Fig. 1: run 1, metal layers overlaid
(6 px per µm)
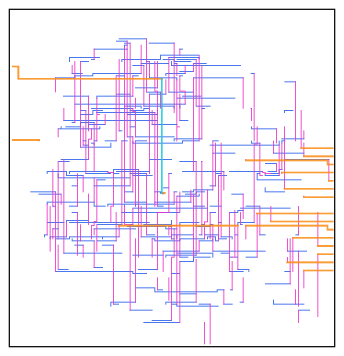
Fig. 2: run 1, signal wires on met2
(4 px per µm)
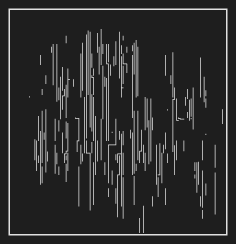
Fig. 3: run 1, I/O nets highlighted
(6 px per µm)
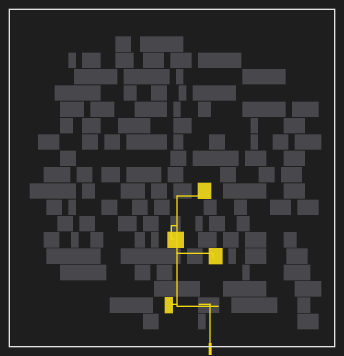
==> src/rtl/spi_flash_arbiter.sv <==
// spi_flash_arbiter: fixed-priority, non-preemptive owner select for one SPI flash bus
// shared by requester A (JTAG bridge, high priority) and requester B (user logic).
//
// Optional build macro: SPI_ARB_TIMEOUT_EN adds a watchdog on B ownership
// (TIMEOUT_CYCLES parameter) and a sticky b_timeout_o flag. Without it b_timeout_o is 0.
//
// Ports:
//   clk_i, reset_i                  clock, synchronous active-high reset
//   a_req_i, b_req_i                level bus requests
//   a_gnt_o, b_gnt_o                registered grants, mutually exclusive
//   a_csb_i, a_mosi_i, a_sck_i      requester A SPI drive
//   b_csb_i, b_mosi_i, b_sck_i      requester B SPI drive
//   a_miso_o, b_miso_o              flash MISO routed to the current owner only
//   b_timeout_o                     B grant was revoked by the watchdog
//   csb_o, mosi_o, sck_o            registered flash pins
//   miso_i                          flash data out
module spi_flash_arbiter #(
    parameter int unsigned GUARD_CYCLES   = 4
`ifdef SPI_ARB_TIMEOUT_EN
   ,parameter int unsigned TIMEOUT_CYCLES = 50000
`endif
) (
    input  logic clk_i,
    input  logic reset_i,
    input  logic a_req_i,
    input  logic b_req_i,
    output logic a_gnt_o,
    output logic b_gnt_o,
    input  logic a_csb_i,
    input  logic a_mosi_i,
    input  logic a_sck_i,
    input  logic b_csb_i,
    input  logic b_mosi_i,
    input  logic b_sck_i,
    output logic a_miso_o,
    output logic b_miso_o,
    output logic b_timeout_o,
    output logic csb_o,
    output logic mosi_o,
    output logic sck_o,
    input  logic miso_i
);

    localparam int unsigned GuardW    = 8;
    localparam logic [GuardW-1:0] GuardLoad = GuardW'(GUARD_CYCLES - 1);

    typedef enum logic [1:0] {
        IDLE  = 2'd0,
        OWN_A = 2'd1,
        OWN_B = 2'd2,
        GUARD = 2'd3
    } state_e;

    state_e            state_q, state_d;
    logic [GuardW-1:0] guard_q, guard_d;
    logic              a_gnt_q, a_gnt_d;
    logic              b_gnt_q, b_gnt_d;
    logic              csb_q, csb_d;
    logic              mosi_q, mosi_d;
    logic              sck_q, sck_d;
    logic              b_block_c;

`ifdef SPI_ARB_TIMEOUT_EN
    localparam int unsigned TimeoutW = 16;
    localparam logic [TimeoutW-1:0] TimeoutLast = TimeoutW'(TIMEOUT_CYCLES - 1);

    logic [TimeoutW-1:0] to_cnt_q, to_cnt_d;
    logic                b_to_q, b_to_d;

    assign b_block_c   = b_to_q;
    assign b_timeout_o = b_to_q;
`else
    assign b_block_c   = 1'b0;
    assign b_timeout_o = 1'b0;
`endif

    // Next-state, guard countdown and pin selection for the next owner
    always_comb begin
        state_d = state_q;
        guard_d = guard_q;
`ifdef SPI_ARB_TIMEOUT_EN
        to_cnt_d = to_cnt_q;
        // Flag persists until B is seen to let go of its request
        b_to_d   = b_req_i ? b_to_q : 1'b0;
`endif
        case (state_q)
            IDLE: begin
                if (a_req_i) begin
                    state_d = OWN_A;
                end else if (b_req_i && !b_block_c) begin
                    state_d = OWN_B;
`ifdef SPI_ARB_TIMEOUT_EN
                    to_cnt_d = '0;
`endif
                end
            end
            OWN_A: begin
                if (!a_req_i) begin
                    state_d = GUARD;
                    guard_d = GuardLoad;
                end
            end
            OWN_B: begin
                if (!b_req_i) begin
                    state_d = GUARD;
                    guard_d = GuardLoad;
                end
`ifdef SPI_ARB_TIMEOUT_EN
                else if (to_cnt_q == TimeoutLast) begin
                    state_d = GUARD;
                    guard_d = GuardLoad;
                    b_to_d  = 1'b1;
                end else begin
                    to_cnt_d = to_cnt_q + TimeoutW'(1);
                end
`endif
            end
            GUARD: begin
                if (guard_q == '0) begin
                    state_d = IDLE;
                end else begin
                    guard_d = guard_q - GuardW'(1);
                end
            end
            default: state_d = IDLE;
        endcase

        // Pins and grants follow the state being entered, so revoke and CSB high coincide
        a_gnt_d = (state_d == OWN_A);
        b_gnt_d = (state_d == OWN_B);
        csb_d   = 1'b1;
        mosi_d  = 1'b0;
        sck_d   = 1'b0;
        if (state_d == OWN_A) begin
            csb_d  = a_csb_i;
            mosi_d = a_mosi_i;
            sck_d  = a_sck_i;
        end else if (state_d == OWN_B) begin
            csb_d  = b_csb_i;
            mosi_d = b_mosi_i;
            sck_d  = b_sck_i;
        end
    end

    // State and output registers
    always_ff @(posedge clk_i) begin
        if (reset_i) begin
            state_q <= IDLE;
            guard_q <= '0;
            a_gnt_q <= 1'b0;
            b_gnt_q <= 1'b0;
            csb_q   <= 1'b1;
            mosi_q  <= 1'b0;
            sck_q   <= 1'b0;
        end else begin
            state_q <= state_d;
            guard_q <= guard_d;
            a_gnt_q <= a_gnt_d;
            b_gnt_q <= b_gnt_d;
            csb_q   <= csb_d;
            mosi_q  <= mosi_d;
            sck_q   <= sck_d;
        end
    end

`ifdef SPI_ARB_TIMEOUT_EN
    // Watchdog counter and sticky timeout flag
    always_ff @(posedge clk_i) begin
        if (reset_i) begin
            to_cnt_q <= '0;
            b_to_q   <= 1'b0;
        end else begin
            to_cnt_q <= to_cnt_d;
            b_to_q   <= b_to_d;
        end
    end
`endif

    assign a_gnt_o  = a_gnt_q;
    assign b_gnt_o  = b_gnt_q;
    assign csb_o    = csb_q;
    assign mosi_o   = mosi_q;
    assign sck_o    = sck_q;
    // MISO steered combinationally by the registered grant
    assign a_miso_o = a_gnt_q & miso_i;
    assign b_miso_o = b_gnt_q & miso_i;

endmodule
==> config.mk <==
export PLATFORM = sky130hd
export DESIGN_NAME = spi_flash_arbiter
export DESIGN_NICKNAME = d
export VERILOG_FILES = /design/src/rtl/spi_flash_arbiter.sv
export SDC_FILE = /design/constraint.sdc
export NUM_CORES = 1
export LEC_CHECK = 0
export CAP_MARGIN = 20
export CELL_PAD_IN_SITES_DETAIL_PLACEMENT = 1
export CELL_PAD_IN_SITES_GLOBAL_PLACEMENT = 1
export CORE_AREA = 2 2 52 54
export DETAILED_ROUTE_END_ITERATION = 16
export DIE_AREA = 0 0 54 56
export PLACE_DENSITY = 0.71
export SLEW_MARGIN = 20
export SYNTH_ARGS = -nofsm -noshare
export SYNTH_HDL_FRONTEND = slang
export SYNTH_SLANG_ARGS = --single-unit
==> constraint.sdc <==
create_clock -name clk_i -period 1.42 [get_ports clk_i]
set_input_delay 0.284 -clock clk_i [delete_from_list [all_inputs] [get_ports clk_i]]
set_output_delay 0.284 -clock clk_i [all_outputs]
set_load 0.005 [all_outputs]
==> flow_metrics.py, run 1 <==
# Generated from Yosys and OpenROAD reports
metrics = {
    "final_layout": {
        "final_cell_mix": "buf_4 (12), clkdlybuf4s50_1 (11), nor2_1 (10), dfxtp_1 (9), dfxtp_2 (6)",
        "largestClassByArea": "multi-input combinational cells",
        "nonClkBufAreaFrac_pct": 25.4,
        "sh_comb_area_pct": 41.6,
    },
    "cts": {
        "htree_levels": 1,
        "numCtsBuffers": 3,
    },
    "power_and_ir_drop": {
        "clk-power_mw": 0.244,
        "p_per_area_mw_per_mm2": 885,
    },
    "worst_setup_path": {
        "setup.worst_path.start": "guard_q[0]",
    },
    "outcome": {
        "violations": "negative setup slack",
        "status": "finished, violations left",
    },
    "yosys": {
        "synthTopCellsByCount": "dfxtp_1 (15), nor2_1 (10), nor3b_1 (4)",
    },
    "sta": {
        "fin_crit_ps": 1440,
        "finalSetupViolCount": 4,
        "setup_slack_ps": -24.6,
        "rsz0062_at_grt": "yes",
    },
    "floorplan": {
        "die_y_um": 56,
        "die-area_mm2": 0.00302,
    },
    "global_routing": {
        "use_met3_pct": 3.23,
    },
    "drt": {
        "avgViaCountPerCell": 5.06,
    },
}
Back to the opening pictures, Fig. 1:
layer	colour	wire length
met1	blue	815 µm
met3	orange	161 µm
met4	cyan	19.0 µm
met2	magenta	1020 µm
Routed WL per cell: 14.4 µm
Post-Route WL: 2010 µm
via count: 709
Tot GR Track Use: 13.8%

Back to the opening pictures, Fig. 2:
share of all routed wire	51%
nets with wire on the layer	113
wire length on this layer	1020 µm
longest straight run	25.8 µm
GR Layer Usage met2: 23.2%

Back to the opening pictures, Fig. 3:
port	colour	bits	direction	end cells	buffers	wire
a_req_i	yellow	1	input	4	1	48.9 µm
number of port buffers: 17
Ports: 19

run 1: flip-flops by register name, indices dropped and copies added (netlist names):
signal   flops
b_gnt_o      1
a_gnt_o      1
mosi_o       1
sck_o        1
state_q      2
guard_q      8
csb_o        1
run 1: worst max-delay path: cells and delay by family, from the launching register on:
kind,cells,cell delay (ps)
compound gates,1,390
flops,1,330
simple gates,2,330
xor+xnor,1,160
buf+inv,1,130
run 1: per-stage QoR:
stage	cells	worst slack (ps)	setup TNS (ps)	hold slack (ps)
6_report	140	-24.6	-63.2	543
5_1_grt	140	-110	-598	570
4_1_cts	139	-25.4	-60.0	549
3_5_place_dp	132	-240	-1740	550
3_3_place_gp	132	-213	-1370	527
2_1_floorplan	79	7.60	0	412
Fig. 4: run 1, register map, names as in the netlist
(4 px per µm) Other sequential cells in the stronger grey, the rest of the logic in the fainter grey.
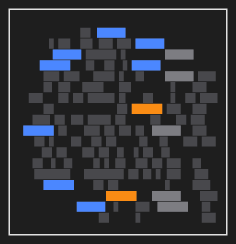

==> run 2, diff against run 1 <==
--- a/config.mk
+++ b/config.mk
@@ -8,10 +8,10 @@
 export CAP_MARGIN = 20
 export CELL_PAD_IN_SITES_DETAIL_PLACEMENT = 1
 export CELL_PAD_IN_SITES_GLOBAL_PLACEMENT = 1
-export CORE_AREA = 2 2 52 54
+export CORE_AREA = 2 2 50 52
 export DETAILED_ROUTE_END_ITERATION = 16
-export DIE_AREA = 0 0 54 56
-export PLACE_DENSITY = 0.71
+export DIE_AREA = 0 0 52 54
+export PLACE_DENSITY = 0.73
 export SLEW_MARGIN = 20
 export SYNTH_ARGS = -nofsm -noshare
 export SYNTH_HDL_FRONTEND = slang
==> constraint.sdc (replaced) <==
create_clock -name clk_i -period 1.65 [get_ports clk_i]
set_input_delay 0.33 -clock clk_i [delete_from_list [all_inputs] [get_ports clk_i]]
set_output_delay 0.33 -clock clk_i [all_outputs]
set_load 0.005 [all_outputs]
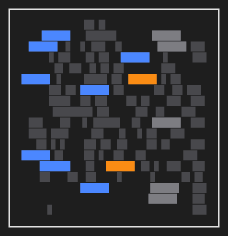
Fig. 5. Register map, names as in the netlist (run 2).
(4 px per µm) Other sequential cells in the stronger grey, the rest of the logic in the fainter grey.
name in the netlist	colour	flops
state_q	orange	2
guard_q	blue	8
Seq area share: 29.1%
Flop+latch power: 0.413 mW
register area: 302 µm²
final core occ: 44.6%

==> run 2 against run 1 <==
  * The run now ends clean
  * Clock-buffer cell count grew 1
  * Register-to-register slack improved by 140 ps
  * Critical path depth is 1 lower
  * Sequential cell count is the same
  * Non-clock buffer count is 8 lower
  * Maximum frequency fell by 5.8%
  * Area after synthesis is the same
  * Critical endpoint is now guard_q[7]
==> flow_metrics.py, run 2 <==
# Generated from Yosys and OpenROAD reports
metrics = {
    "outcome": {
        "status": "finished clean",
    },
    "cts": {
        "numCtsBuffers": 3,
        "htree_levels": 1,
    },
    "sta": {
        "finalSetupViolCount": 0,
        "setup_slack_ps": 117,
        "tns_ps": 0,
    },
    "final_layout": {
        "stdcell_count": 132,
        "largestClassByArea": "multi-input combinational cells",
        "nonClkBufAreaFrac_pct": 20.6,
        "regMostFlops": "guard_q",
        "sh_comb_area_pct": 43.4,
        "final_cell_mix": "clkdlybuf4s50_1 (15), dfxtp_1 (14), nor2_1 (10), buf_4 (6)",
    },
    "placement": {
        "numPortBuffers": 17,
        "dp_slack_ps": -93.9,
    },
    "power_and_ir_drop": {
        "clk-power_mw": 0.214,
    },
    "floorplan": {
        "io_pins": 19,
        "die-area_mm2": 0.00281,
    },
    "global_routing": {
        "use_met3_pct": 3.61,
    },
    "drt": {
        "vias": 682,
        "avgViaCountPerCell": 5.17,
    },
    "yosys": {
        "synthTopCellsByCount": "dfxtp_1 (15), nor2_1 (10), nor3b_1 (4)",
    },
    "worst_setup_path": {
        "path_delay_family": "simple AND/OR/NAND/NOR gates",
    },
}
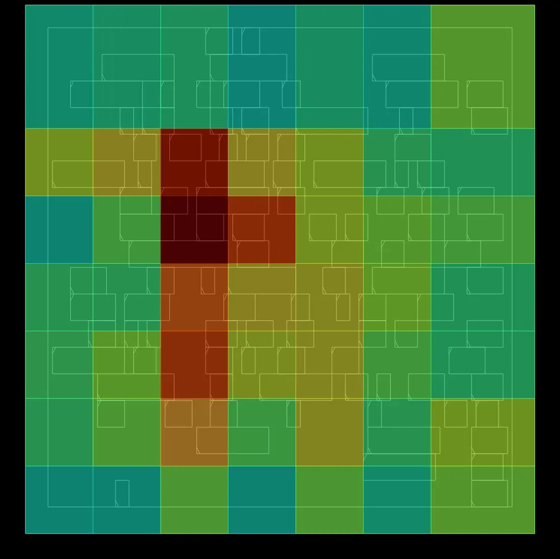
Fig. 6. Routing congestion (run 2).
GR Layer Usage met2: 26.8%
Routed WL per cell: 13.8 µm

==> run 2: how the worst max path moves through the flow <==
| stage | cells past startpoint | endpoint | slack [ps] | from |
|---|---|---|---|---|
| 6_report | 4 | guard_q[7] | 120 | guard_q[3] |
| 5_1_grt | 6 | guard_q[2] | 5 | guard_q[0] |
| 4_1_cts | 6 | guard_q[0] | 20 | guard_q[0] |
| 3_5_place_dp | 3 | b_miso_o | -90 | miso_i |
| 3_3_place_gp | 3 | a_miso_o | -70 | miso_i |
| 2_1_floorplan | 6 | guard_q[5] | 200 | guard_q[0] |
==> run 2: cells by family (layout without fill, tap and decap cells) <==
group | Yosys count | after routing
compound gates | 16 | 16
xor+xnor | 3 | 3
fa+ha+maj | 1 | 1
buf+inv | 6 | 29
flops | 15 | 15
other cells | 1 | 1
mux | 1 | 1
simple gates | 36 | 36
Power and IR drop assume default switching activity.
